**config.mk**
```make
export PLATFORM = sky130hd
export DESIGN_NAME = chip_burst_driver
export DESIGN_NICKNAME = d
export VERILOG_FILES = /design/src/rtl/chip_pkg.sv /design/src/rtl/chip_rd_pipe.sv /design/src/rtl/chip_burst_driver.sv
export SDC_FILE = /design/constraint.sdc
export NUM_CORES = 1
export LEC_CHECK = 0
export CORE_MARGIN = 10
export CORE_UTILIZATION = 40
export DETAILED_ROUTE_END_ITERATION = 6
export GPL_ROUTABILITY_DRIVEN = 1
export GPL_TIMING_DRIVEN = 0
export HOLD_SLACK_MARGIN = 0.05
export PLACE_DENSITY = 0.79
export SLEW_MARGIN = 20
export SYNTH_ARGS = -nofsm -noshare
export SYNTH_HDL_FRONTEND = slang
export SYNTH_HIERARCHICAL = 1
export SYNTH_SLANG_ARGS = --single-unit
```
**constraint.sdc**
```tcl
create_clock -name clk -period 3.02 [get_ports clk]
set_clock_uncertainty 0.1 [all_clocks]
set_input_delay 0.302 -clock clk [delete_from_list [all_inputs] [get_ports clk]]
set_output_delay 0.302 -clock clk [all_outputs]
set_load 0.02 [all_outputs]
```
**src/rtl/chip_pkg.sv**
```systemverilog
// rtl/chip_pkg.sv - shared Chip geometry, burst FSM states and request record
package chip_pkg;

  localparam int DEF_BGWIDTH      = 2;
  localparam int DEF_BAWIDTH      = 2;
  localparam int DEF_COLWIDTH     = 10;
  localparam int DEF_DEVICE_WIDTH = 4;
  localparam int DEF_BL           = 8;
  localparam int DEF_CHWIDTH      = 5;
  localparam int DEF_RD_LAT       = 1;

  localparam int BANKGROUPS    = 2 ** DEF_BGWIDTH;
  localparam int BANKSPERGROUP = 2 ** DEF_BAWIDTH;
  localparam int COLS          = 2 ** DEF_COLWIDTH;

  typedef enum logic [1:0] {
    IDLE  = 2'd0,
    WRITE = 2'd1,
    READ  = 2'd2,
    DRAIN = 2'd3
  } state_t;

  typedef struct packed {
    logic                       wr;
    logic [DEF_BGWIDTH-1:0]     bg;
    logic [DEF_BAWIDTH-1:0]     ba;
    logic [DEF_CHWIDTH-1:0]     row;
    logic [DEF_COLWIDTH-1:0]    col;
  } req_t;

endpackage

```
**src/rtl/chip_rd_pipe.sv**
```systemverilog
// rtl/chip_rd_pipe.sv - read-latency valid/bank-select pipeline with registered rdata
module chip_rd_pipe
  import chip_pkg::*;
#(
  parameter int BGWIDTH      = DEF_BGWIDTH,
  parameter int BAWIDTH      = DEF_BAWIDTH,
  parameter int DEVICE_WIDTH = DEF_DEVICE_WIDTH,
  parameter int RD_LAT       = DEF_RD_LAT
) (
  input  logic                    clk,
  input  logic                    rst_n,
  input  logic                    issue,
  input  logic [BGWIDTH-1:0]      bg,
  input  logic [BAWIDTH-1:0]      ba,
  input  logic [DEVICE_WIDTH-1:0] dqout [2**BGWIDTH][2**BAWIDTH],
  output logic                    rdata_valid,
  output logic [DEVICE_WIDTH-1:0] rdata,
  output logic                    busy
);

  logic [RD_LAT-1:0]  vld;
  logic [BGWIDTH-1:0] bg_sr [RD_LAT];
  logic [BAWIDTH-1:0] ba_sr [RD_LAT];

  // Anything issued or still in flight keeps the drain phase waiting.
  assign busy = issue | (|vld);

  // Age each issued beat by RD_LAT cycles, carrying the bank it addressed.
  always_ff @(posedge clk or negedge rst_n) begin
    if (!rst_n) begin
      vld <= '0;
      for (int i = 0; i < RD_LAT; i++) begin
        bg_sr[i] <= '0;
        ba_sr[i] <= '0;
      end
    end else begin
      vld[0]   <= issue;
      bg_sr[0] <= bg;
      ba_sr[0] <= ba;
      for (int i = 1; i < RD_LAT; i++) begin
        vld[i]   <= vld[i-1];
        bg_sr[i] <= bg_sr[i-1];
        ba_sr[i] <= ba_sr[i-1];
      end
    end
  end

  // Capture the addressed bank's dqout once its latency has elapsed; zero otherwise.
  always_ff @(posedge clk or negedge rst_n) begin
    if (!rst_n) begin
      rdata_valid <= 1'b0;
      rdata       <= '0;
    end else begin
      rdata_valid <= vld[RD_LAT-1];
      rdata       <= vld[RD_LAT-1] ? dqout[bg_sr[RD_LAT-1]][ba_sr[RD_LAT-1]] : '0;
    end
  end

endmodule

```
**src/rtl/chip_burst_driver.sv**
```systemverilog
// rtl/chip_burst_driver.sv - expands host burst requests into per-beat Chip bank accesses
module chip_burst_driver
  import chip_pkg::*;
#(
  parameter int BGWIDTH      = DEF_BGWIDTH,
  parameter int BAWIDTH      = DEF_BAWIDTH,
  parameter int COLWIDTH     = DEF_COLWIDTH,
  parameter int DEVICE_WIDTH = DEF_DEVICE_WIDTH,
  parameter int BL           = DEF_BL,
  parameter int CHWIDTH      = DEF_CHWIDTH,
  parameter int RD_LAT       = DEF_RD_LAT
) (
  input  logic                    clk,
  input  logic                    rst_n,
  input  logic                    req_valid,
  output logic                    req_ready,
  input  logic                    req_wr,
  input  logic [BGWIDTH-1:0]      req_bg,
  input  logic [BAWIDTH-1:0]      req_ba,
  input  logic [CHWIDTH-1:0]      req_row,
  input  logic [COLWIDTH-1:0]     req_col,
  input  logic                    wdata_valid,
  output logic                    wdata_ready,
  input  logic [DEVICE_WIDTH-1:0] wdata,
  output logic                    rdata_valid,
  output logic [DEVICE_WIDTH-1:0] rdata,
  output logic                    done,
  output logic                    rd_o_wr [2**BGWIDTH][2**BAWIDTH],
  output logic [DEVICE_WIDTH-1:0] dqin    [2**BGWIDTH][2**BAWIDTH],
  output logic [CHWIDTH-1:0]      row     [2**BGWIDTH][2**BAWIDTH],
  output logic [COLWIDTH-1:0]     column  [2**BGWIDTH][2**BAWIDTH],
  input  logic [DEVICE_WIDTH-1:0] dqout   [2**BGWIDTH][2**BAWIDTH]
);

  localparam int NBG = 2 ** BGWIDTH;
  localparam int NBA = 2 ** BAWIDTH;
  localparam int BCW = $clog2(BL) + 1;

  state_t                 state, state_nxt;
  logic [BCW-1:0]         beat;
  logic [BGWIDTH-1:0]     bg_q;
  logic [BAWIDTH-1:0]     ba_q;
  logic [CHWIDTH-1:0]     row_q;
  logic [COLWIDTH-1:0]    col_q;
  logic                   issue_q;
  logic                   pipe_busy;
  logic                   last_beat;
  logic                   burst_end;
  logic [COLWIDTH-1:0]    beat_col;

  logic                   n_we;
  logic [DEVICE_WIDTH-1:0] n_dq;
  logic [CHWIDTH-1:0]     n_row;
  logic [COLWIDTH-1:0]    n_col;
  logic                   n_issue;

  assign last_beat = (beat == BCW'(BL - 1));
  assign burst_end = (beat == BCW'(BL));
  assign beat_col  = col_q + COLWIDTH'(beat);

  // State register.
  always_ff @(posedge clk or negedge rst_n) begin
    if (!rst_n) state <= IDLE;
    else        state <= state_nxt;
  end

  // Next state, host handshakes and the target bank's next lane values.
  always_comb begin
    state_nxt   = state;
    req_ready   = 1'b0;
    wdata_ready = 1'b0;
    done        = 1'b0;
    n_we        = 1'b0;
    n_dq        = '0;
    n_row       = '0;
    n_col       = '0;
    n_issue     = 1'b0;
    case (state)
      IDLE: begin
        req_ready = 1'b1;
        if (req_valid) state_nxt = req_wr ? WRITE : READ;
      end
      WRITE: begin
        if (burst_end) begin
          // Last beat is on the lanes this cycle; lanes clear on the way out.
          done      = 1'b1;
          state_nxt = IDLE;
        end else begin
          wdata_ready = 1'b1;
          // A stall keeps the address but withdraws the write strobe and data.
          n_row = row[bg_q][ba_q];
          n_col = column[bg_q][ba_q];
          if (wdata_valid) begin
            n_we  = 1'b1;
            n_dq  = wdata;
            n_row = row_q;
            n_col = beat_col;
          end
        end
      end
      READ: begin
        n_row   = row_q;
        n_col   = beat_col;
        n_issue = 1'b1;
        if (last_beat) state_nxt = DRAIN;
      end
      DRAIN: begin
        if (rdata_valid && !pipe_busy) begin
          done      = 1'b1;
          state_nxt = IDLE;
        end
      end
      default: state_nxt = IDLE;
    endcase
  end

  // Beat counter: restarts on accept, advances per accepted write beat or issued read beat.
  always_ff @(posedge clk or negedge rst_n) begin
    if (!rst_n) begin
      beat <= '0;
    end else begin
      case (state)
        IDLE:    if (req_valid) beat <= '0;
        WRITE:   if (wdata_valid && !burst_end) beat <= beat + BCW'(1);
        READ:    beat <= beat + BCW'(1);
        default: ;
      endcase
    end
  end

  // Latch the request address when it is accepted.
  always_ff @(posedge clk or negedge rst_n) begin
    if (!rst_n) begin
      bg_q  <= '0;
      ba_q  <= '0;
      row_q <= '0;
      col_q <= '0;
    end else if (state == IDLE && req_valid) begin
      bg_q  <= req_bg;
      ba_q  <= req_ba;
      row_q <= req_row;
      col_q <= req_col;
    end
  end

  // Registered Chip lanes: only the latched bank ever carries non-zero values.
  always_ff @(posedge clk or negedge rst_n) begin
    if (!rst_n) begin
      for (int g = 0; g < NBG; g++) begin
        for (int b = 0; b < NBA; b++) begin
          rd_o_wr[g][b] <= 1'b0;
          dqin[g][b]    <= '0;
          row[g][b]     <= '0;
          column[g][b]  <= '0;
        end
      end
    end else begin
      for (int g = 0; g < NBG; g++) begin
        for (int b = 0; b < NBA; b++) begin
          if (BGWIDTH'(g) == bg_q && BAWIDTH'(b) == ba_q) begin
            rd_o_wr[g][b] <= n_we;
            dqin[g][b]    <= n_dq;
            row[g][b]     <= n_row;
            column[g][b]  <= n_col;
          end else begin
            rd_o_wr[g][b] <= 1'b0;
            dqin[g][b]    <= '0;
            row[g][b]     <= '0;
            column[g][b]  <= '0;
          end
        end
      end
    end
  end

  // Marks the cycles in which a read address is presented on the Chip port.
  always_ff @(posedge clk or negedge rst_n) begin
    if (!rst_n) issue_q <= 1'b0;
    else        issue_q <= n_issue;
  end

  chip_rd_pipe #(
    .BGWIDTH      (BGWIDTH),
    .BAWIDTH      (BAWIDTH),
    .DEVICE_WIDTH (DEVICE_WIDTH),
    .RD_LAT       (RD_LAT)
  ) u_rd_pipe (
    .clk         (clk),
    .rst_n       (rst_n),
    .issue       (issue_q),
    .bg          (bg_q),
    .ba          (ba_q),
    .dqout       (dqout),
    .rdata_valid (rdata_valid),
    .rdata       (rdata),
    .busy        (pipe_busy)
  );

endmodule
```
Figure 1. Floorplan with the power grid (run 1).
Pins as bars on the die edge. Tap cells in gray.
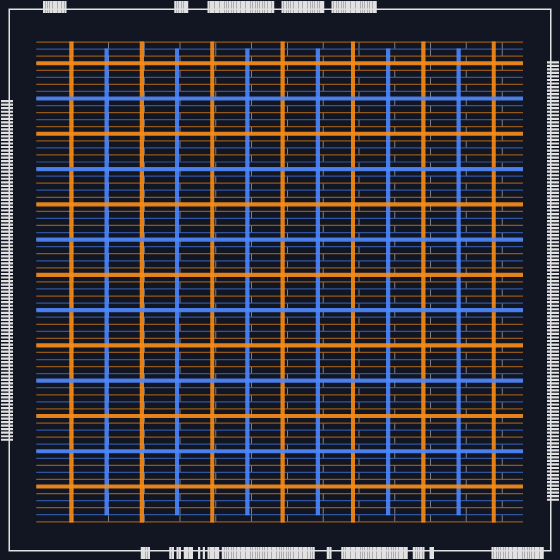
VSS -> orange
VDD -> blue
met5 straps = 13
tap cells = 455
met4 straps = 13
met1 rails = 69
rows = 68
Die Span X: 208 µm
Max IR drop VDD: 0.474 mV
Die Y: 208 µm

Figure 2. Placement by cell class (run 1).
Bar = 50 µm. Fill, decap, tap and diode cells in gray.
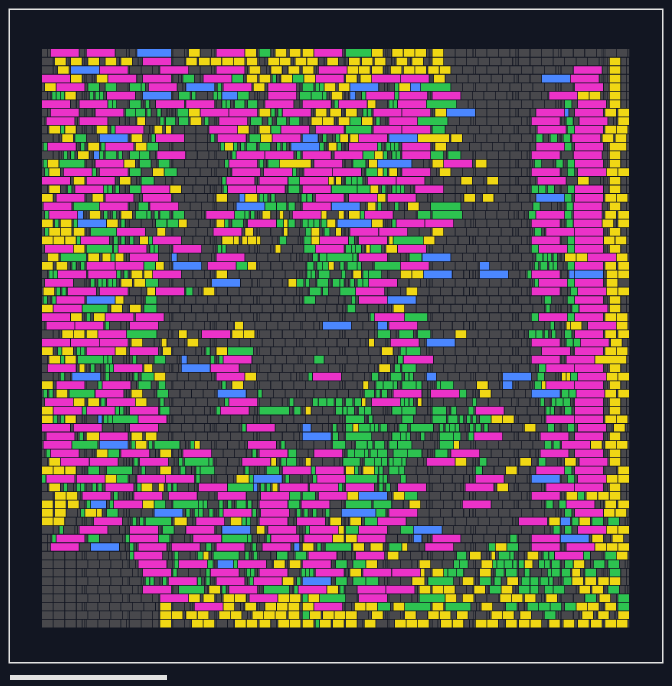
all other logic -> green  # cells 705, share of their area 25%
clock drivers and dummy loads -> blue  # cells 66, share of their area 6.3%
flip-flops -> magenta  # cells 356, share of their area 44%
other buffers and delay cells -> yellow  # cells 510, share of their area 24%
core area: 34,700 µm²
design area: 20,600 µm²
flop share of the area: 43.2%
number of cell rows: 68
fin util: 59.4%

Figure 3. The metal 2 layer (run 1).
Bar = 50 µm.
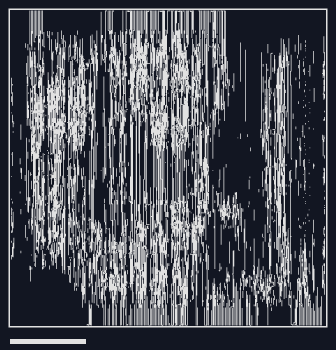
longest straight run = 82.4 µm
nets with wire on the layer = 1,551
met2 Use GR: 42.9%
WL final: 56,700 µm
vias: 11,500

==> results.txt, run 1 <==
hold_sp -> issue_q
Worst Reg-to-Reg Cells -> 9
Worst Hold Class -> flop to flop
Crit. Startpoint -> bg_q[1]
Cell Type Count -> 55
max frequency -> 339 MHz
vias in the first global route -> 12,100
Post-synth ARST share -> 100%
largest net degree at the start of global routing -> 102
Net Sw Frac -> 37.9%
CTS Buf Count -> 38
routed wire length per instance -> 27.1 µm
Finished Layout Cells -> 2,092
Remaining Overflow, GRT -> 0
post-CTS sizing -> 43
crit-path leading delay family -> buffers and inverters
max reg flops -> 160
Layout area overhead -> 45.5%
CP max stage cell -> buf_2
most frequent cells in the layout -> clkdlybuf4s50_1, dfrtp_1, nor2_1
Cell area leaders -> dfrtp_1, nor2_1, mux2i_1
Biggest Area Class -> registers
RSZ-0062 raised after global routing -> no
CP arrival -> 3.25 ns
H-tree levels -> 2
Final Hold Violation Tally -> 0
Post-Synthesis Cells -> 1,131
cells in synth_stat.txt -> 1,131
final tally of setup violations -> 0
DP Area -> 19,000 µm²
CTS Hold Buffers Added -> 1
Nets -> 1,714
GRT Util Overall -> 25.2%
Non-clock buffers, area share -> 23.5%
global-route wire length before repair -> 82,100 µm
Logic Gate Count -> 688
Post-synth EDFFs -> 0
bufs w/o clock -> 510
clock period minus worst slack -> 2.95 ns
Tcrit/Tclk final -> 97.7%
Yosys reg bits -> 356
status -> completed
Seq/Total Area, Yosys -> 62.9%
initial antenna violation count -> 1
dpl cells -> 2,010
leakage power -> 0.00925 µW
Remaining DRCs -> 0
Critical Path Source Type -> flop
Reg-to-Reg Start -> bg_q[1]
syn nets -> 1,234
worst slew pin tran -> 0.965 ns
CTS tree -> done
Synth area leader -> dfrtp_1
synth warn -> 6
Reg area -> 8910 µm²
clock sinks -> 356
Final Max Tran Viols -> 0
I/O pin count -> 420
chip area -> 43,300 µm²
Mean Syn Cell Area -> 12.5 µm²
logic area -> 4960 µm²
ANT nets after route -> 0
crit end category -> flop
reg2reg setup slack -> 0.07 ns
CP cell instances -> buf_2 -> buf_6 -> buf_4 -> buf_4 -> buf_2 -> nor2_1 -> nand3_1 -> buf_2 -> nor2_1
layout sequential cell count -> 356
Gate power share -> 38.1%
Main synth FF type -> dfrtp_1
hold endpoint -> u_rd_pipe/vld
Most flops, register -> column
inverter count -> 17
P_int -> 10,300 µW
Max-Cap Viols -> 0
layout cells sized above 1 -> 14.1%
biggest regs -> column: 160 flops, row: 80 flops, dqin: 64 flops
slew margin rel. -> 34.7%
setup slack after layout -> 0.0685 ns
post-DP HPWL -> 42,000 µm
YS chip area -> 14,200 µm²
initial DRC count -> 894
run 1: logic make-up (layout without fill, tap and decap cells):
kind of cell               after synthesis  in the layout  synth area share, %
adders and majority gates               11             11                 1.02
and+or+nand+nor                        430            430                 13.5
DFF                                    356            356                 62.9
buffers and inverters                   87            593                 3.04
AOI/OAI and AO/OA                       97             97                 4.91
xor gates and xnor gates                 5              5                0.309
muxes                                  145            145                 14.3
run 1: cells in the mapped netlist, drive strengths merged (2+ instances only):
| master | n |
|---|---|
| a311oi | 2 |
| a21oi | 24 |
| a2111oi | 2 |
| nand2 | 48 |
| dfrtp | 356 |
| and3 | 2 |
| nand3b | 4 |
| a22o | 9 |
| nor2 | 259 |
| and2 | 66 |
| buf | 36 |
| o22ai | 6 |
| nor3 | 5 |
| xor2 | 3 |
| or2 | 3 |
| nand4 | 3 |
| nand3 | 19 |
| mux2i | 75 |
| clkbuf | 34 |
| a22oi | 13 |
| a222oi | 8 |
| o21ai | 10 |
| ha | 10 |
| nor4 | 3 |
| inv | 16 |
| mux4 | 41 |
| nor2b | 9 |
| nand2b | 5 |
| xnor2 | 2 |
| nor3b | 2 |
| o32ai | 2 |
| a211oi | 2 |
| a221oi | 9 |
| mux2 | 29 |
run 1: how the worst max path moves through the flow:
stage	to	slack [ns]	depth (start not counted)
floorplan	column[108]	0.26	8
global placement	row[33]	-13.00	1
detailed placement	column[46]	-0.84	8
CTS	column[120]	0.009	9
global route	column[17]	0.008	8
finish	column[158]	0.07	9
run 1: per-layer routing:
layer | up-vias | global-route usage [%] | routed length (µm)
li1 | 4844 | - | -
met1 | 5786 | 28.6 | 20500
met2 | 718 | 42.9 | 27900
met3 | 154 | 9.14 | 6220
met4 | 2 | 8.97 | 2120
met5 | - | 0 | 13
==> inputs of run 2 (changes only) <==
ABC_AREA = 1   (was unset)
PLACE_DENSITY = 0.78   (was 0.79)
==> run 2 against run 1 <==
  * Largest power group is now clock
  * Non-clock buffer count up 24
  * Flip-flop count unchanged
  * Sequential share of layout area down 0.98 points
  * Power down 40%
  * Setup slack better by 0.075 ns
  * Combinational power down 95%
  * Clock-buffer cell count up 7
  * Critical path depth down 4
  * Clock power up 1%
  * Fmax up 2.6%
  * Register-to-register slack better by 0.07 ns
==> results.txt, run 2 <==
status -> completed
synth warn -> 6
Synth area leader -> dfrtp_1
CTS tree -> done
worst path required time -> 3.39 ns
DR vias/cell -> 5.28
Max-area cell share -> 59.7%
clk buf depth -> 3
max reg flops -> 160
Pwr Total -> 9890 µW
Crit Path Max Fanout -> 10
Remaining DRCs -> 0
CP cell instances -> nor2_1 -> buf_2 -> nand2_1 -> clkbuf_1 -> nor2_1
Clk pin slew, worst setup/hold paths -> 0.06 ns
I/O pin count -> 420
kind of critical path -> flop to flop
P_sw -> 2190 µW
Worst Hold Class -> primary input to async pin
top-count cell post-synth -> nand2_1
H-tree levels -> 2
CTS Buf Count -> 39
Sequential Power Share -> 48.3%
syn nets -> 1,873
P_int -> 7710 µW
layout cells sized above 1 -> 7.42%
Max-Cap Viols -> 0
clock period minus worst slack -> 2.88 ns
design area -> 21,100 µm²
crit-path leading delay family -> simple AND/OR/NAND/NOR gates
Yosys reg bits -> 356
Fin Setup TNS -> 0 ns
Post-synth EDFFs -> 0
Gate power share -> 2.9%
final tally of setup violations -> 0
Initial Util -> 40.7%
top post-synthesis cells by count -> nand2_1, nor2_1, dfrtp_1
worst slew pin tran -> 1.15 ns
initial antenna violation count -> 2
Main synth FF type -> dfrtp_1
initial DRC count -> 1,622
# port buffers -> 418
CP arrival -> 3.25 ns
adder share -> 0.973%
count of tool warnings -> 30
Final Max Tran Viols -> 0
Seq/Total Area, Yosys -> 59.7%
Remaining Overflow, GRT -> 0
routed wire length per instance -> 24.5 µm
Net Sw Frac -> 22.1%
Post-Synthesis Cells -> 1,770
Cell area leaders -> dfrtp_1, nand2_1, nor2_1
PwrDens -> 469 nW/µm²
global-route wire length before repair -> 96,600 µm
Latency at later pin -> 0.56 ns
Cell Type Count -> 34
GP Congestion -> 0.910
ANT nets after route -> 0
and+or+nand+nor area frac -> 28.7%
clock sinks -> 356
Nets -> 2,337
biggest regs -> column: 160 flops, row: 80 flops, dqin: 64 flops
Largest logic family -> simple AND/OR/NAND/NOR gates
CP max stage cell -> nor2_1
max frequency -> 348 MHz
Post-synth ARST share -> 100%
vias in the first global route -> 14,500
Mean Syn Cell Area -> 8.43 µm²
part of the power in the clock network -> 48.8%
Finished Layout Cells -> 2,732
crit end category -> flop
dpl cells -> 2,660
YS chip area -> 14,900 µm²
Tcrit/Tclk final -> 95.3%
Max IR drop VDD -> 0.500 mV
Most flops, register -> column
Critical Path Source Type -> flop
most frequent cells in the layout -> nand2_1, nor2_1, clkdlybuf4s50_1
Final Hold Violation Tally -> 0
number of cell rows -> 70
MUX area fraction -> 0.755%
most frequent logic cell in the layout -> nand2_1
leakage power -> 0.00995 µW
DP Area -> 19,800 µm²
cells in synth_stat.txt -> 1,770
max incr delay on CP -> 0.90 ns
largest net degree at the start of global routing -> 81
XOR/XNOR Fraction of Synth Area -> 0.117%
post-DP HPWL -> 49,400 µm
aoi share -> 3.21%
chip area -> 45,400 µm²
Layout area overhead -> 41.4%
RSZ-0062 raised after global routing -> no
GRT Util Overall -> 29.1%
slew margin rel. -> 23.0%
run 2: worst paths after layout:
check	startpoint	to	slack, ns	depth (start not counted)
max	ba_q[1]	column[114]	0.14	5
min	rst_n	dqin[42]	0.18	2
max reg2reg	ba_q[1]	column[114]	0.14	5
min reg2reg	bg_q[1]	u_rd_pipe/bg_sr[1]	0.27	0
max in group asynchronous	rst_n	column[131]	1.12	5
min in group clk	req_col[9]	col_q[9]	0.24	3
run 2: what timing repair did:
action | CTS | global route
setup buffers | 0 | 0
hold buffers | 1 | 0
endpoints found under the hold margin | 147 | 0
gates resized | 0 | 0
run 2: per-layer routing:
metal	vias up	part of all wire, %	wire length, µm	global-route usage (%)
li1	6325	-	-	-
met5	-	0.019	13	0
met3	175	12	7990	8.99
met2	913	47	31800	48.3
met4	2	4.3	2890	11.6
met1	7000	36	24300	34.5
run 2: per-stage QoR:
step	hold slack [ns]	utilization [%]	setup slack, ns
floorplan	-0.0936	-	0.912
global placement	0.251	53.7	-13.30
detailed placement	0.161	54.0	0.218
CTS	0.178	57.5	0.201
global route	0.226	57.5	0.0434
finish	0.176	57.5	0.143
run 2: area by class of cell:
| type | instances | area [µm²] |
|---|---|---|
| timing repair buffer | 423 | 4310 |
| clock buffer | 53 | 1090 |
| buffer | 111 | 607 |
| clock inverter | 17 | 188 |
| multi-input combinational | 1206 | 5040 |
| tap | 468 | 586 |
| antenna | 1 | 2.50 |
| fill | 3220 | 15600 |
| inverter | 97 | 369 |
| sequential | 356 | 8910 |
run 2: power by group through the flow:
stage	logic [µW]	clock network, µW	registers (µW)
finish	286	4830	4780
global route	320	5060	4770
CTS	293	4860	4780
detailed placement	289	0	4860
global placement	264	0	4870
floorplan	43.4	0	4860
Figure 4. Floorplan with the power grid (run 2).
Pins as bars on the die edge. Tap cells in gray.
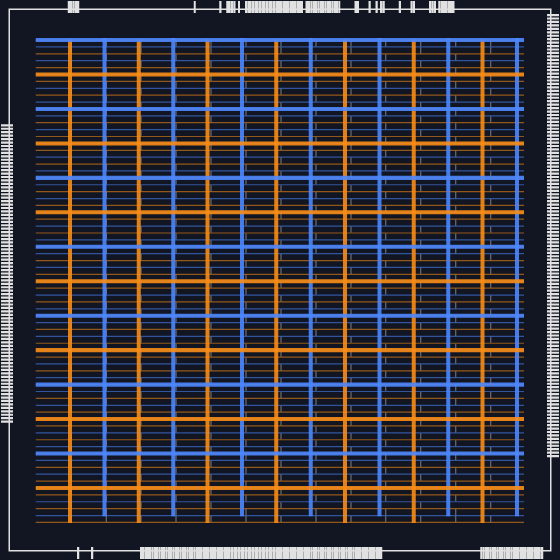
VDD -> blue
VSS -> orange
signal pins = 420
rows = 70
core area: 36,700 µm²
Die Span X: 213 µm

Figure 5. The metal 2 layer (run 2).
Bar = 50 µm.
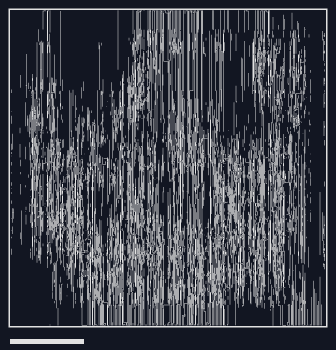
vias: 14,400
WL final: 67,100 µm
met2 Use GR: 48.3%

Power is estimated from default activity; no workload was simulated.
